layer_met1.png
Supply wires on this layer in grey.
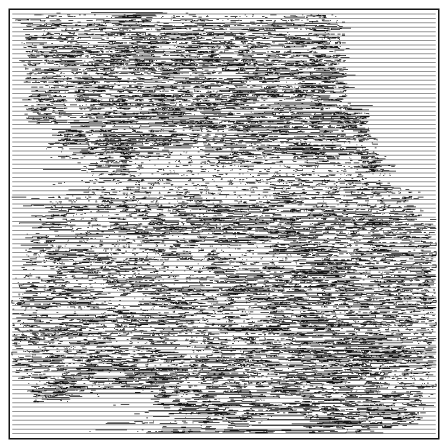
layer_met2.png
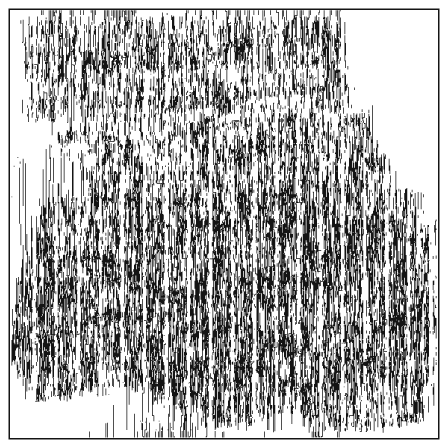
layer_met3.png
Scale bar: 100 µm. Cells faint in the background.
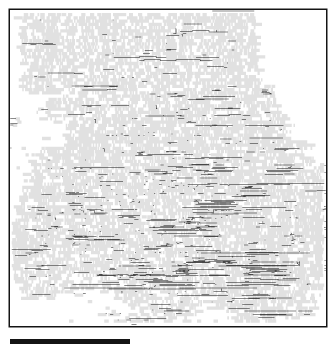
layer_met4.png
Supply wires on this layer in grey. Cells faint in the background.
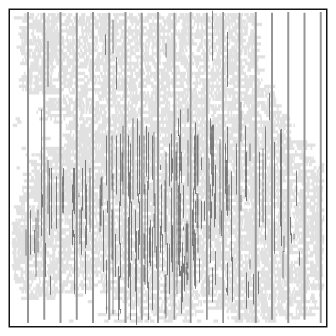
clocks.png
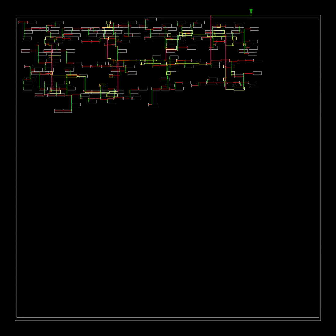
<file path="src/rtl/neuron_mac.sv">
// neuron_mac: streaming multiply-accumulate neuron front end (Q8.24).
// Optional macro NEURON_MAC_SAT_EN: saturate the 32-bit result instead of wrapping.
module neuron_mac #(
    parameter int ACC_W   = 48,
    parameter int COUNT_W = 10
) (
    input  logic               clk,
    input  logic               reset,
    input  logic               in_valid,
    output logic               in_ready,
    input  logic [31:0]        in_act,
    input  logic [31:0]        in_weight,
    input  logic               in_last,
    input  logic [31:0]        bias,
    output logic               out_valid,
    input  logic               out_ready,
    output logic [31:0]        out_data,
    output logic [COUNT_W-1:0] out_count
);

    typedef enum logic [1:0] {
        S_ACC,
        S_DRAIN,
        S_OUT
    } state_t;

    localparam logic [COUNT_W-1:0] CNT_MAX = '1;
    localparam logic [COUNT_W-1:0] CNT_PRE = CNT_MAX - COUNT_W'(1);

    state_t state;
    state_t state_next;

    logic               in_xfer;
    logic               at_limit;
    logic               term_end;
    logic [COUNT_W-1:0] in_cnt;

    logic signed [63:0]      mul;
    logic signed [39:0]      mul_trunc;

    logic                    s1_valid;
    logic                    s1_last;
    logic signed [ACC_W-1:0] s1_prod;
    logic [31:0]             s1_bias;

    logic signed [ACC_W-1:0] acc;
    logic [COUNT_W-1:0]      acc_cnt;
    logic signed [ACC_W-1:0] acc_sum;
    logic signed [ACC_W-1:0] final_sum;
    logic [31:0]             conv_data;

    assign in_xfer  = in_valid && in_ready;
    assign at_limit = (in_cnt == CNT_PRE);
    // A term closes the neuron on in_last or when it fills the counter.
    assign term_end = in_valid && (in_last || at_limit);

    assign mul       = 64'($signed(in_act)) * 64'($signed(in_weight));
    assign mul_trunc = mul[63:24];

    assign acc_sum   = acc + s1_prod;
    assign final_sum = acc_sum + ACC_W'($signed(s1_bias));

`ifdef NEURON_MAC_SAT_EN
    localparam logic signed [31:0]      MAX32 = 32'sh7FFF_FFFF;
    localparam logic signed [31:0]      MIN32 = 32'sh8000_0000;
    localparam logic signed [ACC_W-1:0] SAT_HI = ACC_W'(MAX32);
    localparam logic signed [ACC_W-1:0] SAT_LO = ACC_W'(MIN32);

    // Clamp the wide sum into the signed 32-bit output range.
    always_comb begin
        conv_data = final_sum[31:0];
        if (final_sum > SAT_HI) begin
            conv_data = 32'h7FFF_FFFF;
        end else if (final_sum < SAT_LO) begin
            conv_data = 32'h8000_0000;
        end
    end
`else
    assign conv_data = final_sum[31:0];
`endif

    // State register.
    always_ff @(posedge clk) begin
        if (reset) begin
            state <= S_ACC;
        end else begin
            state <= state_next;
        end
    end

    // Next-state and handshake outputs.
    always_comb begin
        state_next = state;
        in_ready   = 1'b0;
        out_valid  = 1'b0;
        case (state)
            S_ACC: begin
                in_ready = 1'b1;
                if (term_end) begin
                    state_next = S_DRAIN;
                end
            end
            S_DRAIN: begin
                state_next = S_OUT;
            end
            S_OUT: begin
                out_valid = 1'b1;
                if (out_ready) begin
                    state_next = S_ACC;
                end
            end
            default: begin
                state_next = S_ACC;
            end
        endcase
    end

    // Count accepted terms so the counter limit can force a last term.
    always_ff @(posedge clk) begin
        if (reset) begin
            in_cnt <= '0;
        end else if (in_xfer) begin
            if (in_last || at_limit) begin
                in_cnt <= '0;
            end else begin
                in_cnt <= in_cnt + COUNT_W'(1);
            end
        end
    end

    // Stage 1: register the truncated product, last flag and bias.
    always_ff @(posedge clk) begin
        if (reset) begin
            s1_valid <= 1'b0;
            s1_last  <= 1'b0;
            s1_prod  <= '0;
            s1_bias  <= '0;
        end else begin
            s1_valid <= in_xfer;
            if (in_xfer) begin
                s1_prod <= ACC_W'(mul_trunc);
                s1_last <= in_last || at_limit;
                if (in_last || at_limit) begin
                    s1_bias <= bias;
                end
            end
        end
    end

    // Stage 2: accumulate, and on the last term publish the biased sum.
    always_ff @(posedge clk) begin
        if (reset) begin
            acc       <= '0;
            acc_cnt   <= '0;
            out_data  <= '0;
            out_count <= '0;
        end else if (s1_valid) begin
            if (s1_last) begin
                out_data  <= conv_data;
                out_count <= acc_cnt + COUNT_W'(1);
                acc       <= '0;
                acc_cnt   <= '0;
            end else begin
                acc     <= acc_sum;
                acc_cnt <= acc_cnt + COUNT_W'(1);
            end
        end
    end

endmodule

</file>
<file path="config.mk">
export PLATFORM = sky130hd
export DESIGN_NAME = neuron_mac
export DESIGN_NICKNAME = d
export VERILOG_FILES = /design/src/rtl/neuron_mac.sv
export SDC_FILE = /design/constraint.sdc
export NUM_CORES = 2
export LEC_CHECK = 0
export CORE_UTILIZATION = 60
export CTS_CLUSTER_SIZE = 25
export DETAILED_ROUTE_END_ITERATION = 6
export PLACE_DENSITY = 0.78
export SYNTH_ARGS = -nofsm -noshare
export SYNTH_HDL_FRONTEND = slang
export SYNTH_SLANG_ARGS = --single-unit
</file>
<file path="constraint.sdc">
create_clock -name clk -period 9.34 [get_ports clk]
set_input_delay 0.934 -clock clk [delete_from_list [all_inputs] [get_ports clk]]
set_output_delay 0.934 -clock clk [all_outputs]
set_load 0.005 [all_outputs]
</file>
==> reports/qor.csv <==
stage,metric,value,unit
outcome,status,"complete, no violations",
clocking,Max clock buf depth,2,
drt,number of detailed-route iterations in the first pass,6,
clocking,H-tree level count,4,
placed_design,# placed instances,5455,
synthesis,Top cell area share,48.0,%
drt,wire per inst,18.8,µm
synthesis,post-synth top area cell,fa_1,
flow_run,tool warnings,27,
cells_and_area,layout cells sized above 1,4.25,%
setup_path,Worst Setup Start Kind,primary input,
min_path,Hold Crit Endpoint,out_data[21],
placed_design,pre-CTS setup slack,0.0601,ns
floorplanning,# IOs,145,
cells_and_area,Filler Cell Count,5374,
global_route,initial antenna violation count,2,
setup_path,"CP delay by family, top",adder cells,
synthesis,Yosys chip area,41100,µm²
clocking,Worst-path clk slew,0.06,ns
setup_path,WP data required,9.66,ns
setup_path,crit path capture type,register,
final_timing,slew at the pin closest to its max-slew limit,0.901,ns
global_route,routing usage on met3,3.72,%
floorplanning,num tapcells,873,
synthesis,Most common reg cell,dfxtp_1,
clocking,clock sink total,162,
floorplanning,Die Wd,264,µm
synthesis,cells in synth_stat.txt,4538,
setup_path,"slowest stage delay, CP",0.60,ns
synthesis,syn_area_per_cell,9.05,µm²
synthesis,Mapped Area,41100,µm²
cells_and_area,largest cell class by area,combinational gates,
clocking,CTS tree,built,
cells_and_area,combinational share of cell area,75.4,%
min_path,Hold Path Origin,out_data[21],
cells_and_area,Non-clock buffering overhead,5.71,%
cells_and_area,nets,5922,
final_timing,Final Hold Viols,0,
clocking,number of CTS-inserted buffers,17,
global_route,total gr overflow,0,
setup_path,Crit Path Class,primary input to register,
synthesis,Synth Register Bits,162,
About layer_met1.png:
wire length on this layer: 37.9 mm
longest straight run: 63.9 µm
main direction: horizontal
vias: 30800
global routing usage on met1: 37.5%
total routed wirelength: 103000 µm

About layer_met2.png:
wire length on this layer: 52.4 mm
main direction: vertical
nets with wire on the layer: 5250
longest straight run: 63.6 µm

About layer_met3.png:
nets with wire on the layer: 368
share of all routed wire: 5.6%
main direction: horizontal
longest straight run: 90.6 µm
wire length on this layer: 5730 µm

About layer_met4.png:
wire length on this layer: 7210 µm
share of all routed wire: 7.0%
nets with wire on the layer: 163

About clocks.png:
Worst Skew: 0.00632 ns
Clock Latency Late Sink: 0.43 ns
flop count: 162

